===== config.mk =====
export PLATFORM = sky130hd
export DESIGN_NAME = stall_ctrl_flat
export DESIGN_NICKNAME = d
export VERILOG_FILES = /design/src/rtl/stall_ctrl_if.sv /design/src/rtl/stall_ctrl.sv /design/src/flat_wrapper.sv
export SDC_FILE = /design/constraint.sdc
export NUM_CORES = 1
export LEC_CHECK = 0
export CAP_MARGIN = 5
export CORE_ASPECT_RATIO = 0.8
export CORE_MARGIN = 10
export CORE_UTILIZATION = 37
export CTS_BUF_LIST = sky130_fd_sc_hd__clkbuf_16
export DETAILED_ROUTE_END_ITERATION = 8
export HOLD_SLACK_MARGIN = 0.08
export PLACE_DENSITY = 0.87
export SKIP_CTS_REPAIR_TIMING = 1
export SYNTH_ARGS = -nofsm -noshare
export SYNTH_HDL_FRONTEND = slang
export SYNTH_SLANG_ARGS = --single-unit
export TNS_END_PERCENT = 30

===== constraint.sdc =====
create_clock -name clk -period 3.7 [get_ports clk]
set_clock_uncertainty 0.2 [all_clocks]
set_input_delay 0.74 -clock clk [delete_from_list [all_inputs] [get_ports clk]]
set_output_delay 0.74 -clock clk [all_outputs]
set_load 0.01 [all_outputs]

===== src/rtl/stall_ctrl_if.sv =====
// stall_ctrl_if: stall/flush sequencer bus between stall_ctrl and the pipeline.
// Ports: stage stall requests, EX mispredict + target, IF redirect ack (to controller);
//        stall_state, discard, redirect_vld/redirect_pc, perf counters (from controller).
interface stall_ctrl_if #(
  parameter int STALL_W = 6,
  parameter int ADDR_W  = 32,
  parameter int PERF_W  = 32
);
  logic               req_if;
  logic               req_id;
  logic               req_ex;
  logic               req_mem;
  logic               mispredict;
  logic [ADDR_W-1:0]  target_pc;
  logic               redirect_ack;
  logic [STALL_W-1:0] stall_state;
  logic               discard;
  logic               redirect_vld;
  logic [ADDR_W-1:0]  redirect_pc;
  logic [PERF_W-1:0]  perf_stall;
  logic [PERF_W-1:0]  perf_flush;

  // controller side
  modport master (
    input  req_if, req_id, req_ex, req_mem, mispredict, target_pc, redirect_ack,
    output stall_state, discard, redirect_vld, redirect_pc, perf_stall, perf_flush
  );

  // pipeline side
  modport slave (
    output req_if, req_id, req_ex, req_mem, mispredict, target_pc, redirect_ack,
    input  stall_state, discard, redirect_vld, redirect_pc, perf_stall, perf_flush
  );
endinterface


===== src/rtl/stall_ctrl.sv =====
// stall_ctrl: merges stage stall requests into one stall vector and turns EX mispredicts
// into a discard pulse plus a held PC redirect. Ports: clk, rst (async active-high), bus (stall_ctrl_if.master).
// Optional feature macro STALL_PERF_EN: saturating stall-cycle and flush counters; otherwise tied to 0.
module stall_ctrl #(
  parameter int STALL_W = 6,
  parameter int ADDR_W  = 32,
  parameter int PERF_W  = 32
) (
  input  logic         clk,
  input  logic         rst,
  stall_ctrl_if.master bus
);

  localparam logic [1:0] ST_RUN        = 2'd0;
  localparam logic [1:0] ST_FLUSH_PEND = 2'd1;
  localparam logic [1:0] ST_REDIRECT   = 2'd2;

  // Stall patterns: a stage stalls itself and everything upstream of it.
  localparam logic [STALL_W-1:0] MASK_MEM = STALL_W'(5'b11111);
  localparam logic [STALL_W-1:0] MASK_EX  = STALL_W'(4'b1111);
  localparam logic [STALL_W-1:0] MASK_ID  = STALL_W'(3'b111);
  localparam logic [STALL_W-1:0] MASK_IF  = STALL_W'(2'b11);

  logic [1:0]         state;
  logic               ex_hold;
  logic               accept_run;
  logic               release_pend;
  logic               discard_c;
  logic [STALL_W-1:0] stall_c;
  logic               redirect_vld_q;
  logic [ADDR_W-1:0]  redirect_pc_q;

  // EX only holds for its own or a downstream request; ID/IF requests never reach bit 3,
  // so the discard decision below has no loop through the masked requests.
  assign ex_hold      = bus.req_mem | bus.req_ex;
  assign accept_run   = (state == ST_RUN) && bus.mispredict && !ex_hold;
  assign release_pend = (state == ST_FLUSH_PEND) && !ex_hold;
  assign discard_c    = accept_run || release_pend || (state == ST_REDIRECT);

  always_comb begin
    stall_c = '0;
    if (bus.req_mem)
      stall_c = MASK_MEM;
    else if (bus.req_ex)
      stall_c = MASK_EX;
    else if (bus.req_id && !discard_c)  // the requesting instruction is being killed
      stall_c = MASK_ID;
    else if (bus.req_if && !discard_c)
      stall_c = MASK_IF;
    // Keep PC/IF frozen until IF takes the redirect; the ack cycle releases PC so it can load it.
    if ((state == ST_REDIRECT) && !bus.redirect_ack)
      stall_c[1:0] = 2'b11;
  end

  assign bus.stall_state  = stall_c;
  assign bus.discard      = discard_c;
  assign bus.redirect_vld = redirect_vld_q;
  assign bus.redirect_pc  = redirect_pc_q;

  // redirect_pc doubles as the pending-target store while in FLUSH_PEND; redirect_vld qualifies it.
  always_ff @(posedge clk or posedge rst) begin
    if (rst) begin
      state          <= ST_RUN;
      redirect_vld_q <= 1'b0;
      redirect_pc_q  <= '0;
    end else begin
      case (state)
        ST_RUN: begin
          if (bus.mispredict) begin
            redirect_pc_q <= bus.target_pc;
            if (!ex_hold) begin
              redirect_vld_q <= 1'b1;
              state          <= ST_REDIRECT;
            end else begin
              state          <= ST_FLUSH_PEND;
            end
          end
        end
        ST_FLUSH_PEND: begin
          // EX is frozen on the same instruction, so a repeated mispredict is not re-latched.
          if (!ex_hold) begin
            redirect_vld_q <= 1'b1;
            state          <= ST_REDIRECT;
          end
        end
        ST_REDIRECT: begin
          if (bus.redirect_ack) begin
            redirect_vld_q <= 1'b0;
            state          <= ST_RUN;
          end
        end
        default: state <= ST_RUN;
      endcase
    end
  end

`ifdef STALL_PERF_EN
  localparam logic [PERF_W-1:0] PERF_ONE = PERF_W'(1);

  logic [PERF_W-1:0] perf_stall_q;
  logic [PERF_W-1:0] perf_flush_q;

  always_ff @(posedge clk or posedge rst) begin
    if (rst) begin
      perf_stall_q <= '0;
      perf_flush_q <= '0;
    end else begin
      if ((stall_c != '0) && (perf_stall_q != '1))
        perf_stall_q <= perf_stall_q + PERF_ONE;
      // Count only the discard that enters REDIRECT: one per mispredict.
      if (discard_c && (state != ST_REDIRECT) && (perf_flush_q != '1))
        perf_flush_q <= perf_flush_q + PERF_ONE;
    end
  end

  assign bus.perf_stall = perf_stall_q;
  assign bus.perf_flush = perf_flush_q;
`else
  assign bus.perf_stall = '0;
  assign bus.perf_flush = '0;
`endif

  // EX carries a bubble during REDIRECT, so no mispredict can arrive there.
  assert property (@(posedge clk) disable iff (rst) !((state == ST_REDIRECT) && bus.mispredict));

endmodule

===== src/flat_wrapper.sv =====
// flat-port wrapper written by rule: the top's interface ports become plain ports
module stall_ctrl_flat 
#(
  parameter int STALL_W = 6,
  parameter int ADDR_W  = 32,
  parameter int PERF_W  = 32
)
  (clk, rst, bus_req_if, bus_req_id, bus_req_ex, bus_req_mem, bus_mispredict, bus_target_pc, bus_redirect_ack, bus_stall_state, bus_discard, bus_redirect_vld, bus_redirect_pc, bus_perf_stall, bus_perf_flush);
  stall_ctrl_if #(.STALL_W(STALL_W), .ADDR_W(ADDR_W), .PERF_W(PERF_W)) bus_i ();
  input  logic clk;
  input  logic rst;
  input wire logic [$bits(bus_i.req_if)-1:0] bus_req_if;
  input wire logic [$bits(bus_i.req_id)-1:0] bus_req_id;
  input wire logic [$bits(bus_i.req_ex)-1:0] bus_req_ex;
  input wire logic [$bits(bus_i.req_mem)-1:0] bus_req_mem;
  input wire logic [$bits(bus_i.mispredict)-1:0] bus_mispredict;
  input wire logic [$bits(bus_i.target_pc)-1:0] bus_target_pc;
  input wire logic [$bits(bus_i.redirect_ack)-1:0] bus_redirect_ack;
  output wire logic [$bits(bus_i.stall_state)-1:0] bus_stall_state;
  output wire logic [$bits(bus_i.discard)-1:0] bus_discard;
  output wire logic [$bits(bus_i.redirect_vld)-1:0] bus_redirect_vld;
  output wire logic [$bits(bus_i.redirect_pc)-1:0] bus_redirect_pc;
  output wire logic [$bits(bus_i.perf_stall)-1:0] bus_perf_stall;
  output wire logic [$bits(bus_i.perf_flush)-1:0] bus_perf_flush;
  assign bus_i.req_if = bus_req_if;
  assign bus_i.req_id = bus_req_id;
  assign bus_i.req_ex = bus_req_ex;
  assign bus_i.req_mem = bus_req_mem;
  assign bus_i.mispredict = bus_mispredict;
  assign bus_i.target_pc = bus_target_pc;
  assign bus_i.redirect_ack = bus_redirect_ack;
  assign bus_stall_state = bus_i.stall_state;
  assign bus_discard = bus_i.discard;
  assign bus_redirect_vld = bus_i.redirect_vld;
  assign bus_redirect_pc = bus_i.redirect_pc;
  assign bus_perf_stall = bus_i.perf_stall;
  assign bus_perf_flush = bus_i.perf_flush;
  stall_ctrl #(.STALL_W(STALL_W), .ADDR_W(ADDR_W), .PERF_W(PERF_W)) u_core (.clk(clk), .rst(rst), .bus(bus_i));
endmodule

run_1/gate_families.png
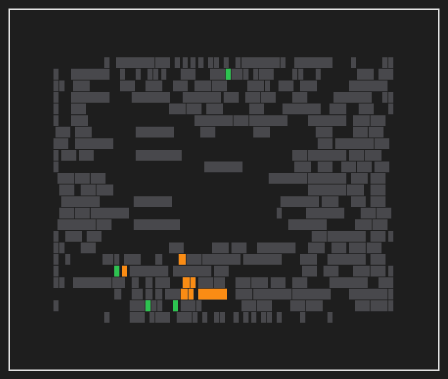
Key: green = inverters [cells 4, most used inv_1]; orange = NOR gates [cells 7, where bottom centre]

run_1/registers.png
The bar under the picture is 20 um long. Other sequential cells in the stronger grey, the rest of the logic in the fainter grey.
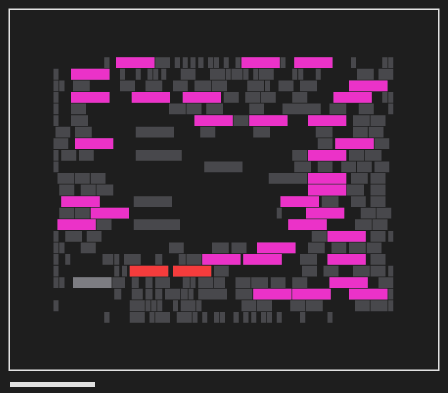
Key: magenta = u_core.bus.redirect_pc [placed flops 32]; red = u_core.state [placed flops 2]
Another 1 sequential cells are not coloured.

run_1/cell_classes.png
The bar under the picture is 20 um long.
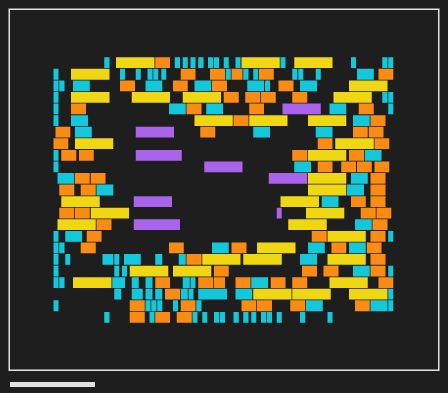
Key: purple = clock drivers and dummy loads [cells 8, share of their area 7.3%]; cyan = all other logic [cells 119, share of their area 28%]; orange = other buffers and delay cells [cells 80, share of their area 31%]; yellow = flip-flops [cells 35, share of their area 34%]

==> results.ini, run 1 <==
[global_routing]
busiest_layer = met2
antenna_found_initial = 0
grtUsageMet3_pct = 5.897
grt_util_met2_pct = 16.51
grt_max_degree = 36

[finish]
buffers = 80
seqCellArea_um2 = 875.8
comb_area_share_pct = 26.89
fin_nets = 281
final-nonclk-buf-share_pct = 29.79
nClkBuffers = 5
final_util_pct = 53.35
fin_cells = 304
dominant_cells = sequential cells
syn_to_final_growth_pct = 39.00
layout.clock.cell_area_share_pct = 7.073

[synthesis]
ys_sh_mux_pct = 19.34
synthDistinctLibCells = 17
synth_seq_share_pct = 45.57
synth_cells = 162
avgSynthCellArea_um2 = 11.86
ys_sh_adder_pct = 0
numSynthFlops = 35
yosys_area_um2 = 1922

[power_and_ir_drop]
top_power_group = sequential cells
power_switching_uw = 404.1
powerDensity_nw_per_um2 = 595.7
switching_share_pct = 25.39
p_clk_share_pct = 33.3
seq-power_uw = 548
comb-power_uw = 514

[floorplanning]
ios = 144
die_w_um = 100.6
die_h_um = 84.46
dieArea_um2 = 8495
core_um2 = 5007

[clock_tree]
clock-sinks = 35
clockBufferDepth = 2
htree_num_levels = 2
clkLatencyLatePin_ns = 0.27

[setup_path]
cp_slowest_stage_delay_ns = 0.54
crit_buf_inv = 2
critical_path.slowest_cell = clkdlybuf4s50_1
path_class = in -> out
crit_fanout = 3
worstSetupStartpoint = bus_mispredict
crit_top_cell = clkdlybuf4s50_1
reg2reg_depth = 3
path_cells = clkdlybuf4s50_1 -> nor2_1 -> nor3_1 -> o21a_1 -> clkdlybuf4s50_1
cp-endpoint = bus_discard

[routing]
num_vias = 1195
m1WireLength_um = 1750
detail-route-antenna-nets = 0
wl_met2_um = 2240

[timing]
period_used_pct = 88.78
fin_crit_ns = 3.285

[hold_path]
hold_depth = 1
worstHoldEndpoint = u_core.bus.redirect_pc[27]

[placement]
routabilityCongestion = 0.7559

[run_status]
outcome = completed

==> run 2: changes to the inputs <==
- RECOVER_POWER: default -> 100
run_2/registers.png
The bar under the picture is 20 um long. Other sequential cells in the stronger grey, the rest of the logic in the fainter grey.
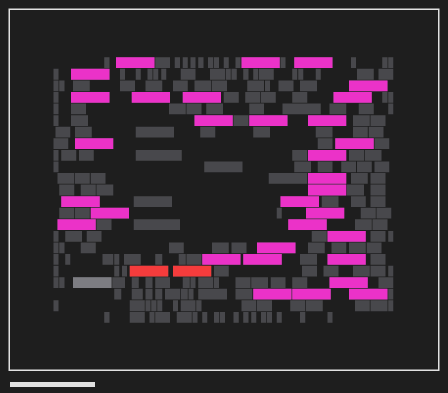
Key: magenta = u_core.bus.redirect_pc [placed flops 32]; red = u_core.state [placed flops 2]

==> run 2 against run 1 <==
The flow now finishes with violations (max-capacitance violations, max-slew violations). Synthesized area stayed put. Die area stayed put. Setup slack worse by 0.13 ns. Count of clock-buffer cells in the layout stayed put. Synthesized cell count stayed put. Core utilization is 0.15 points lower. Routed wire length hardly changed. First-iteration DRC count is 8.3% lower. Critical path depth stayed put. Total power is 2.9% lower. Sequential power is 0.9% lower. Critical endpoint unchanged.
==> results.ini, run 2 <==
[setup_path]
cp_slowest_stage_delay_ns = 0.61
crit_fanout = 3
cp-endpoint = bus_discard
crit_buf_inv = 2
reg2reg_slack_ns = 0.91
reg2reg_depth = 3
critical_path.slowest_cell = dlygate4sd3_1
crit_top_cell = dlygate4sd3_1
worstSetupStartpoint = bus_mispredict
path_cells = dlygate4sd3_1 -> nor2_1 -> nor3_1 -> o21a_1 -> dlygate4sd3_1
required_ns = 2.76
path_class = in -> out

[power_and_ir_drop]
power_switching_uw = 400.1
top_power_group = sequential cells
comb-power_uw = 472
p_clk_share_pct = 34.3
powerDensity_nw_per_um2 = 580.3
seq-power_uw = 543
switching_share_pct = 25.89

[synthesis]
ys_sh_adder_pct = 0
yosys_area_um2 = 1922
avgSynthCellArea_um2 = 11.86
yosysTopAreaCellShare_pct = 45.57
top_cells_by_area = dfrtp_1 46%, buf_4 26%, mux2_2 18%, buf_6 2.3%, mux2_1 1.2%
synthDistinctLibCells = 17
numSynthFlops = 35
synth_seq_share_pct = 45.57
ys_sh_mux_pct = 19.34
synth_cells = 162

[hold_path]
worstHoldEndpoint = u_core.bus.redirect_pc[27]
hold_depth = 1

[run_status]
outcome = complete, but fails checks
violations = max-capacitance violations, max-slew violations

[finish]
seq_area_share_pct = 32.88
final_util_pct = 53.20
fin_nets = 281
seqCellArea_um2 = 875.8
comb_area_share_pct = 26.96
layout.clock.cell_area_share_pct = 7.093
final_cell_mix = 65 x conb_1, 42 x dlygate4sd3_1, 36 x clkdlybuf4s50_1
dominant_cells = sequential cells
syn_to_final_growth_pct = 38.61
final-nonclk-buf-share_pct = 29.59
buffers = 80
combGateArea_um2 = 718.2
seq_cell_count = 35
nClkBuffers = 5
fin_cells = 304

[floorplanning]
die_w_um = 100.6
die_h_um = 84.46
dieArea_um2 = 8495
core_um2 = 5007
ios = 144

[clock_tree]
htree_num_levels = 2
clockBufferDepth = 2
cts_buffers = 5
clock-sinks = 35
clkLatencyLatePin_ns = 0.27

[timing]
hold_violations = 0
setup_ws_ns = 0.2818
maxSlewViolCount = 69
period_used_pct = 92.38
fin_crit_ns = 3.418

[routing]
num_vias = 1190
wl_met2_um = 2253
m1WireLength_um = 1740
detail-route-antenna-nets = 0

[placement]
pre_cts_ws_ns = 0.4204
routabilityCongestion = 0.7559
numPortBuffers = 78

[run]
max-cap-violations = 2

[global_routing]
grt_pass1_wl_um = 6768
grt_max_degree = 36
met1_usage_pct = 10.54
grtUsageMet3_pct = 5.897
grt_util_met2_pct = 16.51
busiest_layer = met2
antenna_found_initial = 0

Power is estimated from default activity; no workload was simulated.
